### config.mk
export PLATFORM = sky130hd
export DESIGN_NAME = ddr3_partial_wr_gate_flat
export DESIGN_NICKNAME = d
export VERILOG_FILES = /design/src/rtl/ddr3_partial_wr_gate_if.sv /design/src/rtl/ddr3_partial_wr_gate.sv /design/src/flat_wrapper.sv
export SDC_FILE = /design/constraint.sdc
export NUM_CORES = 1
export LEC_CHECK = 0
export ABC_CLOCK_PERIOD_IN_PS = 5800
export CORE_ASPECT_RATIO = 2
export CORE_UTILIZATION = 31
export DETAILED_ROUTE_END_ITERATION = 10
export SLEW_MARGIN = 0
export SYNTH_ARGS = -nofsm -noshare
export SYNTH_HDL_FRONTEND = slang
export SYNTH_SLANG_ARGS = --single-unit
### constraint.sdc
create_clock -name clk_i -period 5.8 [get_ports clk_i]
set_input_delay 1.16 -clock clk_i [delete_from_list [all_inputs] [get_ports clk_i]]
set_output_delay 1.16 -clock clk_i [all_outputs]
set_load 0.02 [all_outputs]
### src/rtl/ddr3_partial_wr_gate_if.sv
// Bus bundle for ddr3_partial_wr_gate: directive queue push, sequencer write data, gated DFI
// write data and burst status. master = sequencer/config side, slave = the gate.
interface ddr3_partial_wr_gate_if #(
  parameter int unsigned DDR_DATA_W = 32,
  parameter int unsigned DDR_DQM_W  = 4,
  parameter int unsigned BEAT_W     = 4
);
  logic                  cfg_valid_i;
  logic                  cfg_ready_o;
  logic [1:0]            cfg_mode_i;
  logic [BEAT_W-1:0]     cfg_start_i;
  logic [BEAT_W-1:0]     cfg_len_i;
  logic [DDR_DATA_W-1:0] seq_wrdata_i;
  logic                  seq_wrdata_en_i;
  logic [DDR_DQM_W-1:0]  seq_wrdata_mask_i;
  logic [DDR_DATA_W-1:0] dfi_wrdata_o;
  logic                  dfi_wrdata_en_o;
  logic [DDR_DQM_W-1:0]  dfi_wrdata_mask_o;
  logic                  burst_done_o;
  logic                  no_cfg_o;
  logic [15:0]           stat_bursts_o;
  logic [15:0]           stat_cut_o;

  modport master (
    output cfg_valid_i, cfg_mode_i, cfg_start_i, cfg_len_i,
    output seq_wrdata_i, seq_wrdata_en_i, seq_wrdata_mask_i,
    input  cfg_ready_o, dfi_wrdata_o, dfi_wrdata_en_o, dfi_wrdata_mask_o,
    input  burst_done_o, no_cfg_o, stat_bursts_o, stat_cut_o
  );

  modport slave (
    input  cfg_valid_i, cfg_mode_i, cfg_start_i, cfg_len_i,
    input  seq_wrdata_i, seq_wrdata_en_i, seq_wrdata_mask_i,
    output cfg_ready_o, dfi_wrdata_o, dfi_wrdata_en_o, dfi_wrdata_mask_o,
    output burst_done_o, no_cfg_o, stat_bursts_o, stat_cut_o
  );
endinterface

### src/rtl/ddr3_partial_wr_gate.sv
// DFI write-burst gate: each burst pops a queued {mode,start,len} directive and gates beats
// outside the window. Define DDR_PARTIAL_STATS_EN to build the burst/cut statistics counters.
module ddr3_partial_wr_gate #(
  parameter int unsigned DDR_DATA_W  = 32,
  parameter int unsigned DDR_DQM_W   = 4,
  parameter int unsigned BURST_BEATS = 4,
  parameter int unsigned BEAT_W      = 4,
  parameter int unsigned CFG_DEPTH   = 4
) (
  input logic                   clk_i,
  input logic                   rst_i,
  ddr3_partial_wr_gate_if.slave bus
);
  localparam int unsigned PtrW = (CFG_DEPTH > 1) ? $clog2(CFG_DEPTH) : 1;
  localparam int unsigned CntW = $clog2(CFG_DEPTH + 1);
  localparam logic [BEAT_W-1:0] LastIdx = BEAT_W'(BURST_BEATS - 1);

  typedef enum logic [0:0] {StIdle, StActive} state_e;

  typedef struct packed {
    logic [1:0]        mode;
    logic [BEAT_W-1:0] start;
    logic [BEAT_W-1:0] len;
  } cfg_t;

  state_e            state_q, state_d;
  logic [BEAT_W-1:0] beat_idx_q, beat_idx_d;
  cfg_t              cfg_q, cfg_d;

  cfg_t              fifo_q [CFG_DEPTH];
  logic [PtrW-1:0]   wr_ptr_q, rd_ptr_q;
  logic [CntW-1:0]   count_q, count_d;
  logic              ready_q;

  logic [DDR_DATA_W-1:0] data_q, data_d;
  logic [DDR_DQM_W-1:0]  mask_q, mask_d;
  logic                  en_q, en_d;
  logic                  done_q, done_d;
  logic                  no_cfg_q, no_cfg_d;

  logic              beat, burst_start, push, pop, fifo_empty, in_win;
  logic [BEAT_W-1:0] cur_idx;
  cfg_t              cur_cfg;

  assign beat        = bus.seq_wrdata_en_i;
  assign burst_start = beat && ((state_q == StIdle) || (beat_idx_q == LastIdx));
  assign fifo_empty  = (count_q == '0);
  assign push        = bus.cfg_valid_i && ready_q;
  assign pop         = burst_start && !fifo_empty;

  // The directive popped on a burst-start beat already governs that beat.
  assign cur_cfg = burst_start ? (fifo_empty ? '0 : fifo_q[rd_ptr_q]) : cfg_q;
  assign cur_idx = burst_start ? '0 : beat_idx_q + BEAT_W'(1);
  assign in_win  = ({1'b0, cur_cfg.start} <= {1'b0, cur_idx}) &&
                   ({1'b0, cur_idx} < ({1'b0, cur_cfg.start} + {1'b0, cur_cfg.len}));

  always_comb begin
    count_d = count_q;
    unique case ({push, pop})
      2'b10:   count_d = count_q + CntW'(1);
      2'b01:   count_d = count_q - CntW'(1);
      default: count_d = count_q;
    endcase
  end

  always_comb begin
    state_d    = state_q;
    beat_idx_d = beat_idx_q;
    cfg_d      = cfg_q;
    unique case (state_q)
      StIdle:   if (beat) state_d = StActive;
      StActive: if (!beat) state_d = StIdle;
      default:  state_d = StIdle;
    endcase
    if (beat) beat_idx_d = cur_idx;
    if (burst_start) cfg_d = cur_cfg;
  end

  always_comb begin
    en_d     = beat;
    data_d   = bus.seq_wrdata_i;
    mask_d   = bus.seq_wrdata_mask_i;
    done_d   = beat && (cur_idx == LastIdx);
    no_cfg_d = burst_start && fifo_empty;
    if (beat && !in_win) begin
      case (cur_cfg.mode)
        2'd1:    en_d   = 1'b0;
        2'd2:    mask_d = '1;
        2'd3:    data_d = ~bus.seq_wrdata_i;
        default: ;
      endcase
    end
  end

  always_ff @(posedge clk_i) begin
    if (rst_i) begin
      state_q    <= StIdle;
      beat_idx_q <= '0;
      cfg_q      <= '0;
      wr_ptr_q   <= '0;
      rd_ptr_q   <= '0;
      count_q    <= '0;
      ready_q    <= 1'b0;
      data_q     <= '0;
      mask_q     <= '0;
      en_q       <= 1'b0;
      done_q     <= 1'b0;
      no_cfg_q   <= 1'b0;
    end else begin
      state_q    <= state_d;
      beat_idx_q <= beat_idx_d;
      cfg_q      <= cfg_d;
      count_q    <= count_d;
      ready_q    <= (count_d < CntW'(CFG_DEPTH));
      if (push) wr_ptr_q <= wr_ptr_q + PtrW'(1);
      if (pop) rd_ptr_q <= rd_ptr_q + PtrW'(1);
      data_q     <= data_d;
      mask_q     <= mask_d;
      en_q       <= en_d;
      done_q     <= done_d;
      no_cfg_q   <= no_cfg_d;
    end
  end

  // Storage needs no reset; the pointers and count define what is valid.
  always_ff @(posedge clk_i) begin
    if (push) fifo_q[wr_ptr_q] <= '{mode: bus.cfg_mode_i, start: bus.cfg_start_i,
                                    len: bus.cfg_len_i};
  end

  assign bus.cfg_ready_o       = ready_q;
  assign bus.dfi_wrdata_o      = data_q;
  assign bus.dfi_wrdata_en_o   = en_q;
  assign bus.dfi_wrdata_mask_o = mask_q;
  assign bus.burst_done_o      = done_q;
  assign bus.no_cfg_o          = no_cfg_q;

`ifdef DDR_PARTIAL_STATS_EN
  logic        cut;
  logic [15:0] stat_bursts_q, stat_cut_q;

  assign cut = beat && !in_win && (cur_cfg.mode != 2'd0);

  always_ff @(posedge clk_i) begin
    if (rst_i) begin
      stat_bursts_q <= '0;
      stat_cut_q    <= '0;
    end else begin
      if (burst_start && (stat_bursts_q != 16'hFFFF)) stat_bursts_q <= stat_bursts_q + 16'd1;
      if (cut && (stat_cut_q != 16'hFFFF)) stat_cut_q <= stat_cut_q + 16'd1;
    end
  end

  assign bus.stat_bursts_o = stat_bursts_q;
  assign bus.stat_cut_o    = stat_cut_q;
`else
  assign bus.stat_bursts_o = '0;
  assign bus.stat_cut_o    = '0;
`endif

endmodule

### src/flat_wrapper.sv
// flat-port wrapper written by rule: the top's interface ports become plain ports
module ddr3_partial_wr_gate_flat 
#(
  parameter int unsigned DDR_DATA_W  = 32,
  parameter int unsigned DDR_DQM_W   = 4,
  parameter int unsigned BURST_BEATS = 4,
  parameter int unsigned BEAT_W      = 4,
  parameter int unsigned CFG_DEPTH   = 4
)
  (clk_i, rst_i, bus_cfg_valid_i, bus_cfg_mode_i, bus_cfg_start_i, bus_cfg_len_i, bus_seq_wrdata_i, bus_seq_wrdata_en_i, bus_seq_wrdata_mask_i, bus_cfg_ready_o, bus_dfi_wrdata_o, bus_dfi_wrdata_en_o, bus_dfi_wrdata_mask_o, bus_burst_done_o, bus_no_cfg_o, bus_stat_bursts_o, bus_stat_cut_o);
  ddr3_partial_wr_gate_if #(.DDR_DATA_W(DDR_DATA_W), .DDR_DQM_W(DDR_DQM_W), .BEAT_W(BEAT_W)) bus_i ();
  input logic clk_i;
  input logic rst_i;
  input wire logic [$bits(bus_i.cfg_valid_i)-1:0] bus_cfg_valid_i;
  input wire logic [$bits(bus_i.cfg_mode_i)-1:0] bus_cfg_mode_i;
  input wire logic [$bits(bus_i.cfg_start_i)-1:0] bus_cfg_start_i;
  input wire logic [$bits(bus_i.cfg_len_i)-1:0] bus_cfg_len_i;
  input wire logic [$bits(bus_i.seq_wrdata_i)-1:0] bus_seq_wrdata_i;
  input wire logic [$bits(bus_i.seq_wrdata_en_i)-1:0] bus_seq_wrdata_en_i;
  input wire logic [$bits(bus_i.seq_wrdata_mask_i)-1:0] bus_seq_wrdata_mask_i;
  output wire logic [$bits(bus_i.cfg_ready_o)-1:0] bus_cfg_ready_o;
  output wire logic [$bits(bus_i.dfi_wrdata_o)-1:0] bus_dfi_wrdata_o;
  output wire logic [$bits(bus_i.dfi_wrdata_en_o)-1:0] bus_dfi_wrdata_en_o;
  output wire logic [$bits(bus_i.dfi_wrdata_mask_o)-1:0] bus_dfi_wrdata_mask_o;
  output wire logic [$bits(bus_i.burst_done_o)-1:0] bus_burst_done_o;
  output wire logic [$bits(bus_i.no_cfg_o)-1:0] bus_no_cfg_o;
  output wire logic [$bits(bus_i.stat_bursts_o)-1:0] bus_stat_bursts_o;
  output wire logic [$bits(bus_i.stat_cut_o)-1:0] bus_stat_cut_o;
  assign bus_i.cfg_valid_i = bus_cfg_valid_i;
  assign bus_i.cfg_mode_i = bus_cfg_mode_i;
  assign bus_i.cfg_start_i = bus_cfg_start_i;
  assign bus_i.cfg_len_i = bus_cfg_len_i;
  assign bus_i.seq_wrdata_i = bus_seq_wrdata_i;
  assign bus_i.seq_wrdata_en_i = bus_seq_wrdata_en_i;
  assign bus_i.seq_wrdata_mask_i = bus_seq_wrdata_mask_i;
  assign bus_cfg_ready_o = bus_i.cfg_ready_o;
  assign bus_dfi_wrdata_o = bus_i.dfi_wrdata_o;
  assign bus_dfi_wrdata_en_o = bus_i.dfi_wrdata_en_o;
  assign bus_dfi_wrdata_mask_o = bus_i.dfi_wrdata_mask_o;
  assign bus_burst_done_o = bus_i.burst_done_o;
  assign bus_no_cfg_o = bus_i.no_cfg_o;
  assign bus_stat_bursts_o = bus_i.stat_bursts_o;
  assign bus_stat_cut_o = bus_i.stat_cut_o;
  ddr3_partial_wr_gate #(.DDR_DATA_W(DDR_DATA_W), .DDR_DQM_W(DDR_DQM_W), .BURST_BEATS(BURST_BEATS), .BEAT_W(BEAT_W), .CFG_DEPTH(CFG_DEPTH)) u_core (.clk_i(clk_i), .rst_i(rst_i), .bus(bus_i));
endmodule
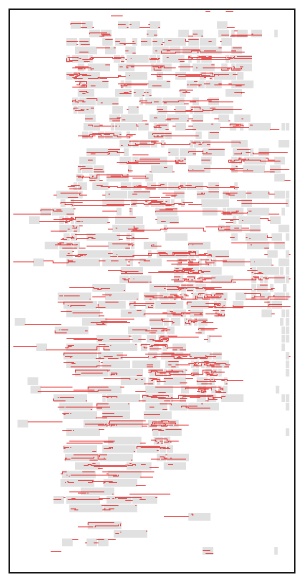
(run_1/met1.png)
The layer holds 35% of the routed length. The longest straight run is 27.6 µm. 470 nets have wire on it. The layer carries 3460 µm of wire. The wires run mostly horizontal.

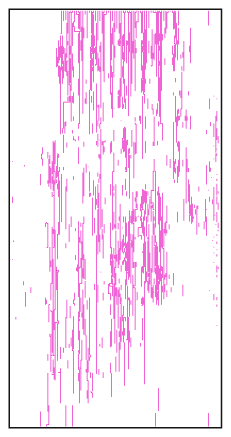
(run_1/met2.png)
491 nets have wire on it. The wires run mostly vertical. The layer carries 5670 µm of wire.

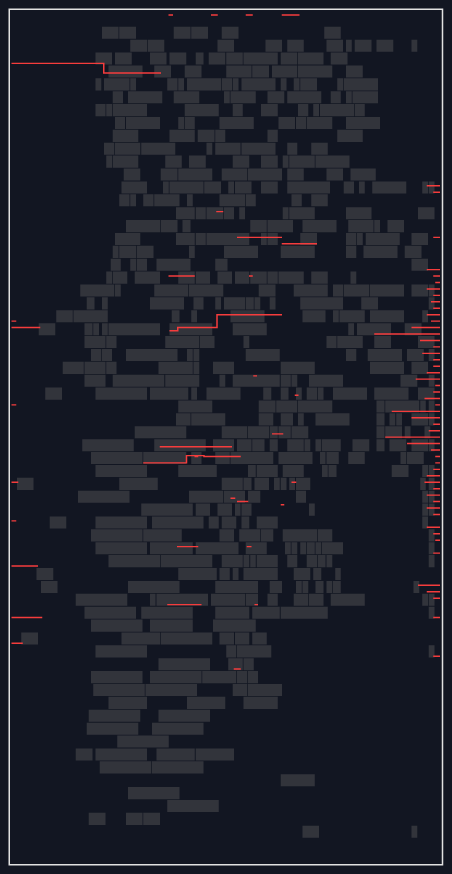
(run_1/met3.png)
70 nets have wire on it. The layer carries 302 µm of wire. The wires run mostly horizontal.

==> impl_metrics.ini, run 1 <==
; implementation run metrics
[status]
status = finished clean

[yosys]
postSynth.asyncResetShare_pct = 0
syn-cell-area_mm2 = 0.00492
yosys.area_share.aoi_pct = 6.17
ys_chip_area_mm2 = 0.00492
synthFlopType = dfxtp_1
area_leaders = dfxtp_1, edfxtp_1, mux2_4
synth.logic.top_family = multiplexers
numSynthFlops = 104
ys_seq_share_pct = 50.4
ys_sh_simple_pct = 13.0
fa_ha_area_share_pct = 5.13
xor_share_pct = 1.96

[sta]
tightest_slew_ns = 0.714
grt_setup_unrepaired = no
fin_crit_ns = 5.14
fin_skew_ns = 0.00912
setup_viol = 0

[finish]
regArea_mm2 = 0.00248
drive_gt1_share_pct = 14.4
fillers = 1485
final_util_pct = 40.0
nets = 556

[global_routing]
grt_pass1_vias = 3149
met2_usage_pct = 24.1
busiest_layer = met2
grt_overflow = 0
grt.met3_usage_pct = 2.41
antenna_found_initial = 1
grt_max_degree = 69
track_usage_pct = 12.5
grt_pass1_wl_mm = 15.7

[setup_path]
critPathKind = in2reg
cp_slowest_cell = clkdlybuf4s50_1
max_stage_delay_ns = 0.75
worstSetupStartpoint = bus_seq_wrdata_en_i
arrival_ns = 5.37
crit_path_cell_trace = clkdlybuf4s50_1 -> nand2b_2 -> and2_1 -> a22oi_1 -> inv_1 -> ha_1 -> fa_1 -> xnor2_1 -> ha_1 -> a21o_1 -> a21oi_1 -> o22a_2 -> a2111oi_4 -> buf_12 -> mux2_2
critPathMostFrequentCell = ha_1
endpoint_kind = flip-flop

[placement]
gp_congestion = 0.808
dp.cells = 674
dp_hpwl_mm = 7.37

[clocking]
cts_sinks = 104
post_cts_buffers = 0
path_clk_slew_ns = 0.07

[route]
highest_layer = met4
drt-met1-wl_mm = 3.46

[power_and_ir_drop]
sw_frac_of_total_pct = 28.6
maxPowerGroup = registers
total_power_mw = 1.98
p_seq_mw = 0.861
p_seq_share_pct = 43.5

[floorplan]
dieArea_mm2 = 0.0164

[hold_path]
holdPathEnd = u_core.wr_ptr_q[1]
==> run 1: cell usage in the layout, fill, tap and decap left out, types with 10 or more instances in the layout <==
cell             instances
nor2b_1                 40
inv_1                   16
nand2_1                 12
mux4_2                  10
nor2_1                  47
a21oi_1                 12
edfxtp_1                40
ha_1                    17
clkdlybuf4s50_1         88
conb_1                  32
dfxtp_1                 64
clkbuf_16               11
mux2_4                  30
==> run 1: critical path: cells and delay by family <==
kind	cells	cell delay (ns)
buf+inv	3	1.12
fa+ha+maj	3	0.95
compound gates	5	1.14
xor+xnor	1	0.15
simple gates	2	0.45
mux	1	0.37
==> run 1: cell type report <==
class	instances	area share, %
diodes	1	0.0407
clock buffers	13	4.76
clock inverters	3	0.305
inverters	16	0.976
multi-input cells	264	34.6
flip-flops and latches	104	40.3
well taps	198	4.03
repair buffers	92	15.0
==> run_1/final_congestion.png <==
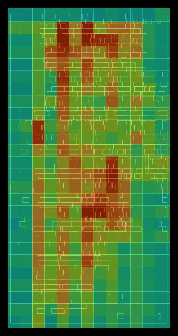

==> run 1 -> run 2 <==
CORE_UTILIZATION = 35   (was 31)
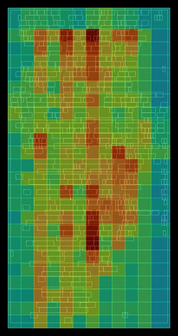
(run_2/final_congestion.png)
GR Util All Layers: 13.4%
met1 usage: 13.3%
post-layout util: 44.5%

==> impl_metrics.ini, run 2 <==
; implementation run metrics
[sta]
setup_viol = 0
tightest_slew_ns = 1.11
fin_crit_ns = 5.03
fin_skew_ns = 0.00732

[yosys]
fa_ha_area_share_pct = 5.13
synthFlopType = dfxtp_1
ys_chip_area_mm2 = 0.00492
xor_share_pct = 1.96
numSynthFlops = 104
ys_sh_simple_pct = 13.0

[finish]
diodes = 0
regArea_mm2 = 0.00248
signal_buffers = 93
area_share_clock_buf_inv_pct = 5.09
area_dominant_class = sequential cells
fillers = 1307
drive_gt1_share_pct = 14.8
clkbuf_count = 9

[setup_path]
cp_slowest_cell = clkdlybuf4s50_1
arrival_ns = 5.26
crit_path_cell_trace = clkdlybuf4s50_1 -> nand4bb_4 -> and2_1 -> a22oi_1 -> inv_1 -> ha_1 -> fa_1 -> xnor2_1 -> ha_1 -> a21o_1 -> a21oi_1 -> o22a_2 -> a2111oi_4 -> buf_12 -> mux2_2
crit_buf_inv = 3
critical_path_depth = 15
endpoint_kind = flip-flop

[power_and_ir_drop]
p_seq_mw = 0.861

[global_routing]
grt_pass1_vias = 3121
antenna_found_initial = 0
grt_overflow = 0

[floorplan]
dieArea_mm2 = 0.0146
taps = 189

[status]
status = finished clean

[placement]
dp.cells = 666
gp_congestion = 0.811

[clocking]
cts_sinks = 104
post_cts_buffers = 0
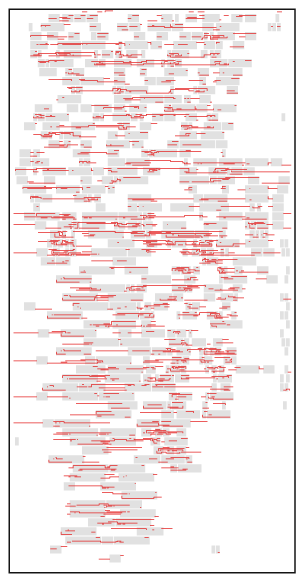
(run_2/met1.png)
final WL: 9.28 mm
vias: 3038

-- run 2: netlist changes by cell type in the layout (fill, tap and decap cells not counted) --
cell / before / now
buf_4: 2 / 3
clkinv_4: 0 / 2
bufinv_16: 0 / 1
clkbuf_8: 1 / 0
inv_6: 1 / 2
diode_2: 1 / 0
clkinv_2: 2 / 0
clkbuf_16: 11 / 9
inv_8: 0 / 2
clkbuf_1: 1 / 0
-- run 2: metal layers --
layer | global-route usage (%) | wire (µm) | share of wire (%)
met2 | 26.5 | 5490 | 59
met4 | 5.94 | 148 | 1.6
met5 | 0 | 0 | 0
met1 | 13.3 | 3430 | 37
met3 | 1.99 | 209 | 2.3
-- run 2: tightest hold or removal path: stages, from the launching register on --
cell,delay (ns)
dfxtp_1,0.34
nand2_1,0.07
a21oi_1,0.06
==> run 2 -> run 3 <==
SKIP_LAST_GASP = 1   (was default)
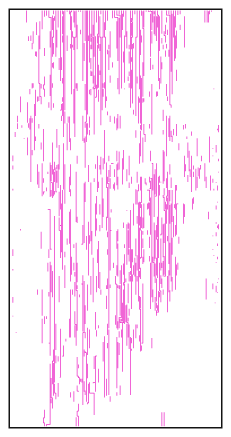
(run_3/met2.png)
The wires run mostly vertical. The layer holds 59% of the routed length. The longest straight run is 67.7 µm. The layer carries 5490 µm of wire.

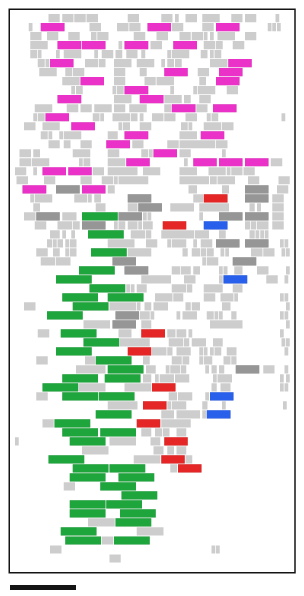
(run_3/registers.png)
The bar under the picture is 20 µm long. Other sequential cells in the stronger gray, the rest of the logic in the fainter gray.
Key: blue = u_core.beat_idx_q [placed flops 4, where east]; red = u_core.cfg_q [placed flops 10]; green = u_core.fifo_q [placed flops 40]; magenta = u_core.bus.dfi_wrdata_o [placed flops 32, where a horizontal strip, top]
Another 18 sequential cells are not colored.

==> impl_metrics.ini, run 3 <==
; implementation run metrics
[sta]
setup_viol = 0
tightest_slew_ns = 1.11
fin_crit_ns = 5.03
fin_skew_ns = 0.00732

[global_routing]
antenna_found_initial = 0
grt.met3_usage_pct = 1.99
grt_pass1_vias = 3121
grtUsageMet1_pct = 13.3
grt_overflow = 0
track_usage_pct = 13.4
busiest_layer = met2
met2_usage_pct = 26.5

[yosys]
xor_share_pct = 1.96
numSynthFlops = 104
synthFlopType = dfxtp_1
ys_chip_area_mm2 = 0.00492
top_cell_area_share_pct = 26.0
fa_ha_area_share_pct = 5.13
syn-cell-area_mm2 = 0.00492
ys_sh_simple_pct = 13.0

[setup_path]
endpoint_kind = flip-flop
arrival_ns = 5.26
critical_path_depth = 15
crit_path_cell_trace = clkdlybuf4s50_1 -> nand4bb_4 -> and2_1 -> a22oi_1 -> inv_1 -> ha_1 -> fa_1 -> xnor2_1 -> ha_1 -> a21o_1 -> a21oi_1 -> o22a_2 -> a2111oi_4 -> buf_12 -> mux2_2
required_ns = 6.04
cp_slowest_cell = clkdlybuf4s50_1
critPathMostFrequentCell = ha_1

[floorplan]
fp_util_pct = 35.6
dieArea_mm2 = 0.0146

[placement]
gp_congestion = 0.811
dp.cells = 666

[power_and_ir_drop]
powerComb_mw = 0.492
p_seq_mw = 0.861

[route]
met2WireLength_mm = 5.49
wl_mm = 9.28
vias = 3038
highest_layer = met4
dr_wl_met3_um = 209
drt-wirelength-per-cell_um = 13.6
drt-met1-wl_mm = 3.43

[clocking]
cts.htree.levels = 3
cts_sinks = 104
clockRootBuffer = clkbuf_16
post_cts_buffers = 0

[finish]
final_util_pct = 44.5
drive_gt1_share_pct = 14.8

[status]
status = finished clean

[flow_run]
max_cap_viol_count = 0
## run 3: cell counts after synthesis
Identical to the previous run, type by type.
## run 3: layout make-up
type / instances / area (µm²)
Multi-Input combinational cell: 264 / 2130
Timing Repair Buffer: 93 / 928
Tap cell: 189 / 236
Fill cell: 1307 / 7660
Clock inverter: 7 / 87.6
Sequential cell: 104 / 2480
Inverter: 16 / 60.1
Clock buffer: 9 / 225
## run 3: kinds of logic (layout without fill, tap and decap cells)
| family | after synthesis | after routing |
|---|---|---|
| xor gates and xnor gates | 11 | 11 |
| DFF | 104 | 104 |
| and+or+nand+nor | 121 | 121 |
| other | 1 | 32 |
| buffers and inverters | 69 | 125 |
| adders and majority gates | 19 | 19 |
| muxes | 44 | 44 |
| AOI/OAI and AO/OA | 37 | 37 |
